===== src/rtl/vend_credit_ctrl.sv =====
// vend_credit_ctrl: N-coin vending credit controller with paced change and a double-dabble BCD credit view.
// Define VEND_CHANGE_EN to pay the post-vend remainder out as change instead of keeping it as credit.
module vend_credit_ctrl #(
  parameter int NUM_COINS = 3,
  parameter int CREDIT_W = 8,
  parameter logic [NUM_COINS*CREDIT_W-1:0] COIN_VALUES = {8'd10, 8'd5, 8'd1},
  parameter int PRICE = 15,
  parameter int MAX_CREDIT = 99,
  parameter int CHANGE_GAP = 4,
  parameter int DIGITS = 3
) (
  input  logic                  clk,
  input  logic                  rst,
  input  logic [NUM_COINS-1:0]  coin_tick,
  input  logic                  cancel_tick,
  output logic                  vend,
  output logic                  change_tick,
  output logic                  coin_reject,
  output logic                  busy,
  output logic [CREDIT_W-1:0]   credit,
  output logic [4*DIGITS-1:0]   credit_bcd,
  output logic                  bcd_valid
);
  localparam int GW = CHANGE_GAP > 1 ? $clog2(CHANGE_GAP) : 1;
  localparam int CW = $clog2(CREDIT_W + 1);
  localparam logic [CREDIT_W:0] MAXC = (CREDIT_W + 1)'(MAX_CREDIT);
  localparam logic [CREDIT_W-1:0] PRC = CREDIT_W'(PRICE);
  localparam logic [GW-1:0] GAP_END = GW'(CHANGE_GAP - 1);
`ifdef VEND_CHANGE_EN
  localparam bit CHG_EN = 1'b1;
`else
  localparam bit CHG_EN = 1'b0;
`endif
  typedef enum logic [1:0] {IDLE, VEND, CHANGE} state_t;
  state_t state;
  logic [GW-1:0] gap;
  logic [CREDIT_W-1:0] coin_val, remain;
  logic [CREDIT_W:0] sum;
  logic accept, extra;
  logic [CREDIT_W-1:0] snap, sh;
  logic [4*DIGITS-1:0] acc, adj;
  logic [CW-1:0] cnt;
  logic conv;
  // Lowest set coin bit wins; any other set bit only earns a reject.
  always_comb begin
    coin_val = '0;
    for (int i = NUM_COINS - 1; i >= 0; i--)
      if (coin_tick[i]) coin_val = COIN_VALUES[i*CREDIT_W +: CREDIT_W];
    extra = |(coin_tick & (coin_tick - NUM_COINS'(1)));
    sum = {1'b0, credit} + {1'b0, coin_val};
    accept = |coin_tick && sum <= MAXC;
    remain = credit - PRC;
  end
  always_ff @(posedge clk or negedge rst) begin
    if (!rst) begin
      state <= IDLE;
      gap <= '0;
      credit <= '0;
      vend <= 1'b0;
      change_tick <= 1'b0;
      coin_reject <= 1'b0;
      busy <= 1'b0;
    end else begin
      vend <= 1'b0;
      change_tick <= 1'b0;
      coin_reject <= |coin_tick;
      case (state)
        IDLE: begin
          coin_reject <= |coin_tick && (!accept || extra);
          if (accept) begin
            credit <= sum[CREDIT_W-1:0];
            if (sum >= {1'b0, PRC}) begin
              state <= VEND;
              vend <= 1'b1;
              busy <= 1'b1;
            end
          end else if (cancel_tick && credit != '0) begin
            state <= CHANGE;
            gap <= '0;
            busy <= 1'b1;
          end
        end
        VEND: begin
          credit <= remain;
          if (CHG_EN && remain != '0) begin
            state <= CHANGE;
            gap <= '0;
          end else begin
            state <= IDLE;
            busy <= 1'b0;
          end
        end
        CHANGE: begin
          if (gap == GAP_END) begin
            gap <= '0;
            change_tick <= 1'b1;
            credit <= credit - CREDIT_W'(1);
            if (credit == CREDIT_W'(1)) begin
              state <= IDLE;
              busy <= 1'b0;
            end
          end else gap <= gap + GW'(1);
        end
        default: state <= IDLE;
      endcase
    end
  end
  always_comb begin
    adj = acc;
    for (int d = 0; d < DIGITS; d++)
      adj[4*d +: 4] = acc[4*d +: 4] >= 4'd5 ? acc[4*d +: 4] + 4'd3 : acc[4*d +: 4];
  end
  // snap is the value under conversion; any mismatch with credit restarts the shift.
  always_ff @(posedge clk or negedge rst) begin
    if (!rst) begin
      snap <= '0;
      sh <= '0;
      acc <= '0;
      cnt <= '0;
      conv <= 1'b0;
      credit_bcd <= '0;
      bcd_valid <= 1'b1;
    end else if (credit != snap) begin
      snap <= credit;
      sh <= credit;
      acc <= '0;
      cnt <= CW'(CREDIT_W);
      conv <= 1'b1;
      bcd_valid <= 1'b0;
    end else if (conv) begin
      if (cnt != '0) begin
        {acc, sh} <= {adj, sh} << 1;
        cnt <= cnt - CW'(1);
      end else begin
        credit_bcd <= acc;
        bcd_valid <= 1'b1;
        conv <= 1'b0;
      end
    end
  end
endmodule

===== config.mk =====
export PLATFORM = sky130hd
export DESIGN_NAME = vend_credit_ctrl
export DESIGN_NICKNAME = d
export VERILOG_FILES = /design/src/rtl/vend_credit_ctrl.sv
export SDC_FILE = /design/constraint.sdc
export NUM_CORES = 1
export LEC_CHECK = 0
export ABC_AREA = 1
export ABC_CLOCK_PERIOD_IN_PS = 2100
export CAP_MARGIN = 20
export CORE_AREA = 2 2 68 134
export CTS_BUF_LIST = sky130_fd_sc_hd__clkbuf_4 sky130_fd_sc_hd__clkbuf_8
export DETAILED_ROUTE_END_ITERATION = 10
export DIE_AREA = 0 0 70 136
export PLACE_DENSITY = 0.67
export SLEW_MARGIN = 20
export SYNTH_ARGS = -nofsm -noshare
export SYNTH_HDL_FRONTEND = slang
export SYNTH_SLANG_ARGS = --single-unit

===== constraint.sdc =====
create_clock -name clk -period 2.1 [get_ports clk]
set_clock_uncertainty 0.15 [all_clocks]
set_input_delay 0.21 -clock clk [delete_from_list [all_inputs] [get_ports clk]]
set_output_delay 0.21 -clock clk [all_outputs]
set_load 0.05 [all_outputs]

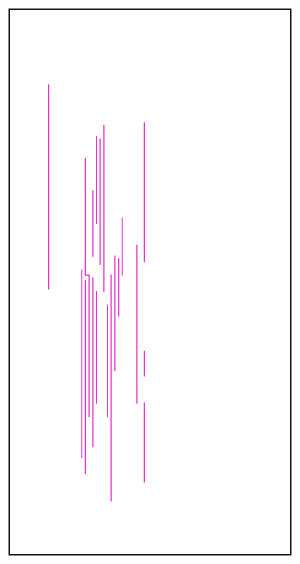
**Above:** run 1 (the metal 4 layer).
(4 px per µm)
The longest straight run is 56.4 µm. The layer carries 634 µm of wire.

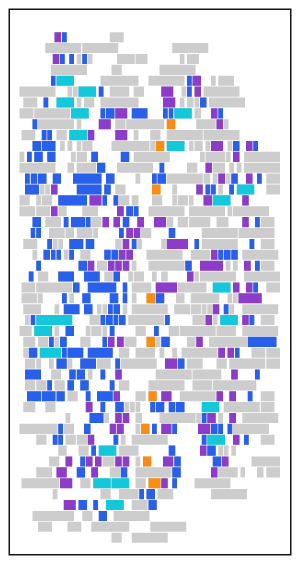
**Above:** run 1 (selected gate families).
(4 px per µm)
Orange stands for AND and OR gates, cells 9, most used or2_2. Cyan stands for adder and majority cells, cells 20, most used ha_1, where spread over the die. Blue stands for NAND gates, cells 173, most used nand2_1. Purple stands for inverting AOI/OAI gates, cells 88, most used o21ai_0.

==> results.cfg, run 1 <==
; generated from flow reports
[timing]
finalCriticalPeriod_ps = 2340
worst_slack_ps = -241
rsz0062_at_grt = true
worst_hold_slack_ps = 220
final.period_utilization = 1.11
setup_tns_ps = -3070
worst_slew_margin_rel = 0.477
report.final.setup_viol = 15

[pwr]
powerSeq_mw = 1.71
netSwitchingPower_mw = 3.02
part_of_the_total_power_dissipated_in_sequential_elements = 0.255
top_power_group = combinational cells
worst_ir_drop_vdd_uv = 1000
clockNetworkPower_mw = 1.13

[clock_tree]
clock_tree.root_cell = sky130_fd_sc_hd__clkbuf_8
tritoncts_clock_tree = built
clkLatencyLatePin_ps = 350
cts-htree-levels = 3

[setup_path]
rrSetupSlack_ps = -240
critical_path.cell_chain = inv_4, nand2_2, nand2_1, inv_1, ha_2, inv_2, nand2_4, nand2_4, nand2_4, nand2_2, nand2_2, nand2_4, buf_6, nand3_2, nand3_2, nand3_4, nand2_8, nand2_8, nand2_2, o21ai_2
worstSetupEndpoint = credit[7]
worst_setup_ep_type = flip-flop
critical-path-slowest-cell = sky130_fd_sc_hd__dfrtp_4
startpoint_type = flip-flop
cp.arrival_ps = 2430
path_class = flip-flop to flip-flop
slowest_delay_ps = 520

[placed_design]
detailed_place_hpwl_mm = 7.64
port_bufs = 30
finalWeightedCongestion = 0.918
dpl_ws_ps = -711
area_of_placed_instances_um2 = 4550

[layout]
dominant-cell-class = logic gates
comb_area_frac = 0.417
num-clock-buffers = 13
count_of_flip_flops_and_latches = 62
area.share.sequential = 0.305
final_area_um2 = 5130
final_layout_top_logic_cell = sky130_fd_sc_hd__nand2_1
logic_area_um2 = 2140
seq_area_um2 = 1570
non_clock_buffer_area_share = 0.160
final.signal_inverter_count = 67

[run]
openroad.warnings = 39

[synthesis]
synthesis.nets = 518
async_s_r_ff_share_synth = 1.00
top_cell_area_share = 0.401
post_synth_tally_of_flip_flops_with_integrated_enable = 0
synth.yosys.chip_area_um2 = 3810
post_synth_most_frequent_cells = sky130_fd_sc_hd__nand2_1 (103), sky130_fd_sc_hd__inv_1 (63), sky130_fd_sc_hd__dfrtp_1 (61)
synth_top_flop_cell = sky130_fd_sc_hd__dfrtp_1

[routing]
firstDrtPassIters = 4
initialDrtViolationCount = 163
ant_nets = 0
finalWirelength_mm = 10.7

[min_path]
holdPathEnd = coin_reject
hp-start = coin_tick[2]

[global_routing]
antenna_violations_before_repair = 0
first_pass_grt_wire_length_mm = 16.9
globalRoute.totalOverflow = 0

[run_status]
violations = setup timing
run_status = complete, but fails checks

[floorplan]
die_width_um = 70
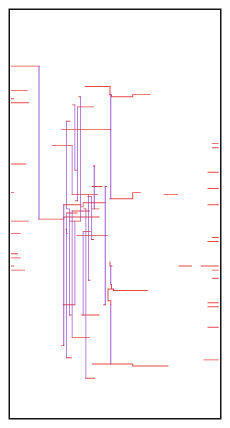
**Above:** run 1 (metal layers overlaid).
(3 px per µm) Only two layers are drawn.
Red stands for metal 3, wire length 319 µm. Purple stands for metal 4, wire length 634 µm.

run 1: per-layer routing:
layer	part of all wire	vias to the layer above	track usage	routed length, µm
met4	0.059	0	0.163	634
met2	0.56	79	0.434	6020
met3	0.030	39	0.0423	318
met1	0.35	1727	0.217	3700
met5	0	-	0	0
li1	-	1772	-	-
run 1: kinds of logic after synthesis:
group | after synthesis | synth area share
AND/OR/NAND/NOR | 227 | 0.284
AND-OR/OR-AND | 90 | 0.136
buffers and inverters | 87 | 0.0929
flip-flops | 62 | 0.407
adder cells (fa/ha/maj) | 20 | 0.0657
XOR/XNOR | 6 | 0.0138
run 1: repair_timing:
item,CTS,global route
endpoints found under the setup margin,17,33
hold buffers,1,0
buffers inserted,0,11
gates cloned,0,1
endpoints found under the hold margin,62,0
gates resized,15,54
pin swaps,10,19
==> run 2: changes to the inputs <==
--- a/config.mk
+++ b/config.mk
@@ -12,8 +12,9 @@
 export CTS_BUF_LIST = sky130_fd_sc_hd__clkbuf_4 sky130_fd_sc_hd__clkbuf_8
 export DETAILED_ROUTE_END_ITERATION = 10
 export DIE_AREA = 0 0 70 136
-export PLACE_DENSITY = 0.67
+export PLACE_DENSITY = 0.68
 export SLEW_MARGIN = 20
 export SYNTH_ARGS = -nofsm -noshare
 export SYNTH_HDL_FRONTEND = slang
 export SYNTH_SLANG_ARGS = --single-unit
+export TNS_END_PERCENT = 1
==> results.cfg, run 2 <==
; generated from flow reports
[routing]
finalWirelength_mm = 10.3
routed-wl-met3_um = 318
detail_route.wirelength.met1_mm = 3.57
initialDrtViolationCount = 163
ant_nets = 0
top_layer_used = met4

[synthesis]
post_synth_most_frequent_cells = sky130_fd_sc_hd__nand2_1 (103), sky130_fd_sc_hd__inv_1 (63), sky130_fd_sc_hd__dfrtp_1 (61)
async_s_r_ff_share_synth = 1.00
synthesis.nets = 518
synth_top_flop_cell = sky130_fd_sc_hd__dfrtp_1
multiplexer_share_of_the_synthesized_area = 0
ys_sh_simple = 0.284
top_cell_area_share = 0.401
post_synth_xor_area_fraction = 0.0138
synthesis.instances = 492
synth.cellmix.compoundShare = 0.136
post_synth_tally_of_flip_flops_with_integrated_enable = 0
synth.yosys.chip_area_um2 = 3810
prevailing_logic_family_in_the_synthesized_netlist = simple AND/OR/NAND/NOR gates

[placed_design]
area_of_placed_instances_um2 = 4570
finalWeightedCongestion = 0.960
dpl_ws_ps = -737
port_bufs = 30
detailed_place_hpwl_mm = 7.84

[timing]
final.period_utilization = 1.12
report.final.setup_viol = 15
setup_tns_ps = -2780
worst_slack_ps = -242
worst_slew_margin_rel = 0.643
worst_hold_slack_ps = 220
finalCriticalPeriod_ps = 2340
rsz0062_at_grt = true

[global_routing]
first_pass_grt_wire_length_mm = 17.0
globalRoute.totalOverflow = 0

[clock_tree]
cts-htree-levels = 3
hold_buffer_count_at_cts = 1
tritoncts_clock_tree = built
cts_repair_resize_count = 15
clock_tree.root_cell = sky130_fd_sc_hd__clkbuf_8
cts_setup_buffers = 1
clkLatencyLatePin_ps = 350

[pwr]
clockNetworkPower_mw = 1.18
netSwitchingPower_mw = 2.96
part_of_the_total_power_dissipated_in_sequential_elements = 0.259
worst_ir_drop_vdd_uv = 826

[floorplan]
num_rows = 48
die_width_um = 70

[layout]
postLayoutCoreUtil = 0.583
final_layout_top_logic_cell = sky130_fd_sc_hd__nand2_1
final_area_um2 = 4970

[setup_path]
cp.arrival_ps = 2440
worstSetupEndpoint = coin_reject
slowest_delay_ps = 440
path_class = flip-flop to flip-flop
rrSetupSlack_ps = -240
critical_path.cell_chain = ha_4, nand2_1, nand3b_1, nand2_2, nand2_1, nand2_1, nand2_2, nand2_2, nand3_1, nor2_4, nand2_4, inv_2, nand2_1, nand2_1, nand2_1
startpoint_type = flip-flop
worst_setup_ep_type = flip-flop

[run_status]
run_status = complete, but fails checks
violations = setup timing
==> run 2: cell counts after synthesis <==
Identical to the previous run, type by type.
==> run 2: area by class of cell <==
class | instances | area (µm²)
Timing Repair Buffer | 84 | 736
Fill cell | 803 | 3560
Tap cell | 100 | 125
Multi-Input combinational cell | 343 | 2070
Inverter | 67 | 264
Clock buffer | 10 | 131
Clock inverter | 6 | 86.3
Sequential cell | 62 | 1560
==> run 2: metal layers <==
metal | track usage | up-vias
met4 | 0.157 | 0
met3 | 0.0452 | 40
met5 | 0 | -
met2 | 0.444 | 87
li1 | - | 1763
met1 | 0.212 | 1713
==> run 2: worst register-to-register path, delay by kind of cell (launching register included) <==
kind	cells	cell delay [ps]
buf+inv	1	70
flops	1	440
fa+ha+maj	1	310
simple gates	13	1260
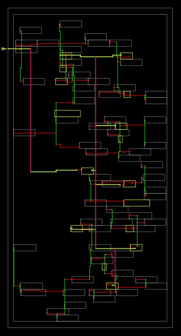
**Above:** run 2 (clock wiring as the flow saved it).
CTS Buf Count: 9
TritonCTS sink count: 62

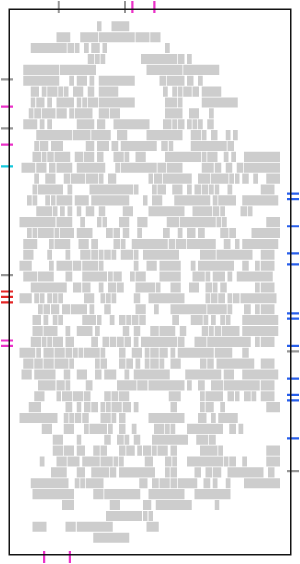
**Above:** run 2 (pin map).
(4 px per µm) Pins as bars across the die edge, other pins in grey.
Magenta stands for credit, pins 8, direction output, edge 4 left, 2 bottom, 2 top. Red stands for coin_tick, pins 3, direction input, edge left. Cyan stands for cancel_tick, pins 1, direction input, edge left. Blue stands for credit_bcd, pins 12, direction output, edge right.
All pins by edge: 14 right, 11 left, 4 top, 2 bottom.

